Fig. 1: signal wires on met2
Cells faint in the background.
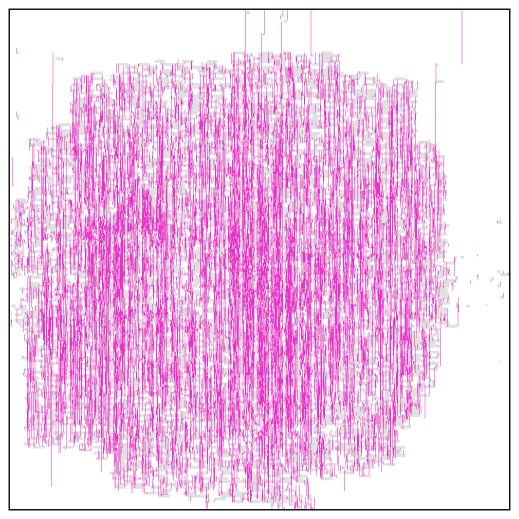
Fig. 2: nets reached from selected ports
Scale bar: 100 um.
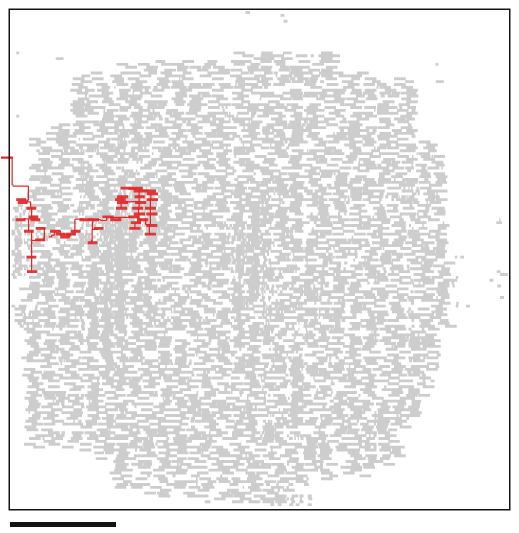
Fig. 3: track usage over the die
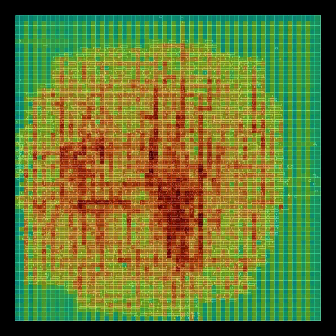
Fig. 4: met1 routing
Supply wires on this layer in gray. Cells faint in the background.
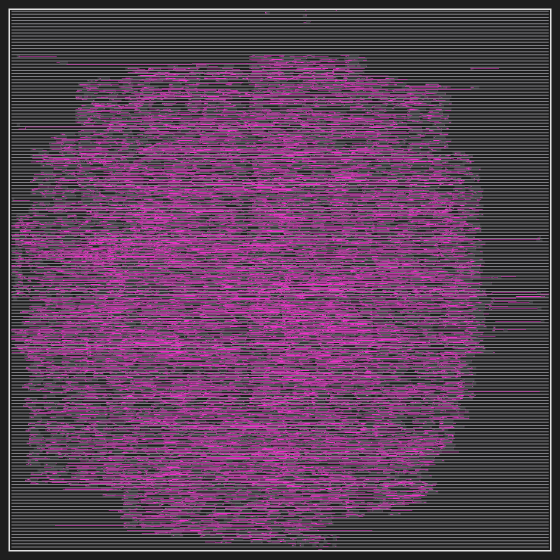
--- src/rtl/imem_pkg.sv ---
// Shared definitions for the instruction memory and its byte-stream loader.
// Latency: n/a (types and constants only).
// Backpressure: n/a.
package imem_pkg;

  typedef enum logic [1:0] {
    ST_IDLE = 2'd0,
    ST_LOAD = 2'd1,
    ST_DONE = 2'd2
  } state_t;

  // Instruction presented to IF while loading or after a bad fetch.
  localparam logic [31:0] NOP_WORD = 32'h0000_0000;

  // Word that ends a program download.
  localparam logic [31:0] DEFAULT_HALT_WORD = 32'hFFFF_FFFF;

endpackage

--- src/rtl/imem_ram.sv ---
// Instruction storage array: one write port, one synchronous read port.
// Latency: read data registered one edge after re; write lands on the edge.
// Backpressure: none; rdata holds its value while re is low.
// Ports: clk; we/waddr/wdata write port; re/raddr/rdata read port.
module imem_ram #(
  parameter int DEPTH = 64,
  parameter int WIDTH = 32,
  parameter int AW    = (DEPTH > 1) ? $clog2(DEPTH) : 1
) (
  input  logic             clk,
  input  logic             we,
  input  logic [AW-1:0]    waddr,
  input  logic [WIDTH-1:0] wdata,
  input  logic             re,
  input  logic [AW-1:0]    raddr,
  output logic [WIDTH-1:0] rdata
);

  // Array deliberately has no reset so a reset keeps the loaded program.
  logic [WIDTH-1:0] mem [DEPTH];

  always_ff @(posedge clk) begin
    if (we) mem[waddr] <= wdata;
    if (re) rdata <= mem[raddr];
  end

endmodule

--- src/rtl/imem_loader.sv ---
// Instruction memory with a byte-stream program loader and a byte-addressed fetch port.
// Latency: fetch 1 cycle (pc at edge N -> o_instr after N); word written on the edge taking its 4th byte.
// Backpressure: none; loader accepts a byte whenever i_byte_valid in LOAD, i_fetch_en low holds fetch outputs.
// Ports: i_clk/i_rst; loader i_load_start, i_byte_valid, i_byte -> o_loading, o_load_done, o_full, o_word_count;
//        fetch i_fetch_en, i_pc -> o_instr, o_addr_err.
module imem_loader
  import imem_pkg::*;
#(
  parameter int                    MEM_DEPTH   = 64,
  parameter int                    WORD_WIDTH  = 32,
  parameter int                    BYTE_WIDTH  = 8,
  parameter int                    ADDR_LENGTH = 32,
  parameter logic [WORD_WIDTH-1:0] HALT_WORD   = WORD_WIDTH'(DEFAULT_HALT_WORD)
) (
  input  logic                           i_clk,
  input  logic                           i_rst,
  input  logic                           i_load_start,
  input  logic                           i_byte_valid,
  input  logic [BYTE_WIDTH-1:0]          i_byte,
  output logic                           o_loading,
  output logic                           o_load_done,
  output logic                           o_full,
  output logic [$clog2(MEM_DEPTH+1)-1:0] o_word_count,
  input  logic                           i_fetch_en,
  input  logic [ADDR_LENGTH-1:0]         i_pc,
  output logic [WORD_WIDTH-1:0]          o_instr,
  output logic                           o_addr_err
);

  localparam int AW = (MEM_DEPTH > 1) ? $clog2(MEM_DEPTH) : 1;
  localparam int CW = $clog2(MEM_DEPTH + 1);
  localparam int PW = WORD_WIDTH - BYTE_WIDTH;  // first three bytes of a word

  state_t                 state;
  logic [1:0]             byte_cnt;
  logic [PW-1:0]          pack;
  logic [AW-1:0]          wptr;
  logic [CW-1:0]          word_count;
  logic                   full;
  logic                   loading;
  logic                   load_done;
  logic                   nop_sel;
  logic                   addr_err;

  logic [WORD_WIDTH-1:0]  word;
  logic                   byte_take;
  logic                   we;
  logic                   last_slot;
  logic [ADDR_LENGTH-1:0] idx;
  logic                   pc_err;
  logic                   re;
  logic [WORD_WIDTH-1:0]  rdata;

  // The 4th byte completes the word directly from the input, so it is
  // written on the same edge that samples it.
  assign word      = {pack, i_byte};
  // A restart pulse takes priority: a byte arriving with it is dropped.
  assign byte_take = (state == ST_LOAD) && i_byte_valid && !i_load_start;
  assign we        = byte_take && (byte_cnt == 2'd3);
  assign last_slot = (wptr == AW'(MEM_DEPTH - 1));

  assign idx    = i_pc >> 2;
  assign pc_err = (i_pc[1:0] != 2'b00) || (idx >= ADDR_LENGTH'(MEM_DEPTH));
  // Reads are blocked while loading, so a read never meets a write to the same slot.
  assign re     = i_fetch_en && (state != ST_LOAD) && !pc_err;

  imem_ram #(
    .DEPTH (MEM_DEPTH),
    .WIDTH (WORD_WIDTH),
    .AW    (AW)
  ) u_ram (
    .clk   (i_clk),
    .we    (we),
    .waddr (wptr),
    .wdata (word),
    .re    (re),
    .raddr (idx[AW-1:0]),
    .rdata (rdata)
  );

  always_ff @(posedge i_clk or negedge i_rst) begin
    if (!i_rst) begin
      state      <= ST_IDLE;
      loading    <= 1'b0;
      load_done  <= 1'b0;
      byte_cnt   <= 2'd0;
      pack       <= '0;
      wptr       <= '0;
      word_count <= '0;
      full       <= 1'b0;
    end else if (i_load_start) begin
      // Any state restarts; a partially packed word is simply forgotten.
      state      <= ST_LOAD;
      loading    <= 1'b1;
      load_done  <= 1'b0;
      byte_cnt   <= 2'd0;
      wptr       <= '0;
      word_count <= '0;
      full       <= 1'b0;
    end else if (byte_take) begin
      pack     <= {pack[PW-BYTE_WIDTH-1:0], i_byte};
      byte_cnt <= byte_cnt + 2'd1;
      if (we) begin
        wptr       <= wptr + AW'(1);
        word_count <= word_count + CW'(1);
        if ((word == HALT_WORD) || last_slot) begin
          state     <= ST_DONE;
          loading   <= 1'b0;
          load_done <= 1'b1;
          // HALT in the last slot still counts as a clean termination.
          full      <= (word != HALT_WORD);
        end
      end
    end
  end

  // nop_sel masks the RAM output, so reset/load/error all present NOP
  // while the RAM read register itself stays reset-free.
  always_ff @(posedge i_clk or negedge i_rst) begin
    if (!i_rst) begin
      nop_sel  <= 1'b1;
      addr_err <= 1'b0;
    end else if (state == ST_LOAD) begin
      nop_sel  <= 1'b1;
      addr_err <= 1'b0;
    end else if (i_fetch_en) begin
      nop_sel  <= pc_err;
      addr_err <= pc_err;
    end
  end

  assign o_loading    = loading;
  assign o_load_done  = load_done;
  assign o_full       = full;
  assign o_word_count = word_count;
  assign o_instr      = nop_sel ? WORD_WIDTH'(NOP_WORD) : rdata;
  assign o_addr_err   = addr_err;

endmodule

--- config.mk ---
export PLATFORM = sky130hd
export DESIGN_NAME = imem_loader
export DESIGN_NICKNAME = d
export VERILOG_FILES = /design/src/rtl/imem_pkg.sv /design/src/rtl/imem_ram.sv /design/src/rtl/imem_loader.sv
export SDC_FILE = /design/constraint.sdc
export NUM_CORES = 2
export LEC_CHECK = 0
export ABC_CLOCK_PERIOD_IN_PS = 9700
export CAP_MARGIN = 25
export CORE_UTILIZATION = 37
export CTS_BUF_LIST = sky130_fd_sc_hd__clkbuf_16
export CTS_CLUSTER_SIZE = 28
export DETAILED_ROUTE_END_ITERATION = 8
export GPL_ROUTABILITY_DRIVEN = 0
export GPL_TIMING_DRIVEN = 0
export HOLD_SLACK_MARGIN = 0.08
export PLACE_DENSITY = 0.57
export SLEW_MARGIN = 20
export SYNTH_ARGS = -nofsm -noshare
export SYNTH_HDL_FRONTEND = slang
export SYNTH_SLANG_ARGS = --single-unit
--- constraint.sdc ---
create_clock -name i_clk -period 9.7 [get_ports i_clk]
set_clock_uncertainty 0.2 [all_clocks]
set_input_delay 2.425 -clock i_clk [delete_from_list [all_inputs] [get_ports i_clk]]
set_output_delay 2.425 -clock i_clk [all_outputs]
set_load 0.03 [all_outputs]
==> out/results.txt <==
DR WL/cell = 34.4 um
Late-Pin Clk Latency = 0.87 ns
Cell count along the critical path = 9
Clock buffer count = 216
Global-route wire length before repair = 340000 um
Min Clock Period, post-route = 6.26 ns
TritonCTS Buffers = 213
Setup TNS = 0 ns
CP startpoint = i_pc[4]
Net Switching = 4.56 mW
Met2 usage in global routing = 0.340
Worst path max stage delay = 0.71 ns
Min-Delay Endpoint = o_word_count[6]
Top cells, area = edfxtp_1 (77%), mux4_2 (13%), mux2i_1 (2.0%)
Final non-clock buffer share = 0.0551
Post-synth top area cell = edfxtp_1
Status = completed
Max Clk Rate = 160 MHz
Fin cells = 7196
Core area = 220000 um2
DPL Wire Length = 170000 um
Crit path capture type = flop
H-Tree Depth = 4
Cts hold-fix bufs = 0
Setup violations, final = 0
Max reg flops = 2048
DRT antenna net count = 0
Async set-reset flop share out of synthesis = 0.0207
Final Cycle Share = 0.646
Initial DRC count = 5719
Hold path cells = 2
Nets at Floorplan = 3736
Placement Setup Slack = 2.61 ns
Logic area = 17400 um2
Layout net count = 4185
Worst VDD drop = 189 uV
CTS root buffer = clkbuf_16
Post-cts sizing count = 0
Unique masters post-synth = 52
Final Util = 0.441
Reg area = 63600 um2
Metal-1 WL = 97500 um
Share of power burned in the clock network = 0.402
CP startpoint kind = input pin
FP Core Util = 0.372
Sw Ratio = 0.231
Clock network share of area = 0.0692
## Picture notes: Fig. 1
3762 nets have wire on it. The longest straight run is 180 um. The wires run mostly vertical. The layer carries 113 mm of wire. The layer holds 46% of the routed length.

## Picture notes: Fig. 2
i_rst: drawn in red, bits 1, direction input, end cells 44, buffers 2, wire 422 um.

## Picture notes: Fig. 3
GRT Total Usage: 0.223
GRT busiest layer: met2
met1 usage: 0.296

## Picture notes: Fig. 4
4078 nets have wire on it. The longest straight run is 171 um. The wires run mostly horizontal. The layer carries 97.5 mm of wire. The layer holds 39% of the routed length.

Power is estimated from default activity; no workload was simulated.
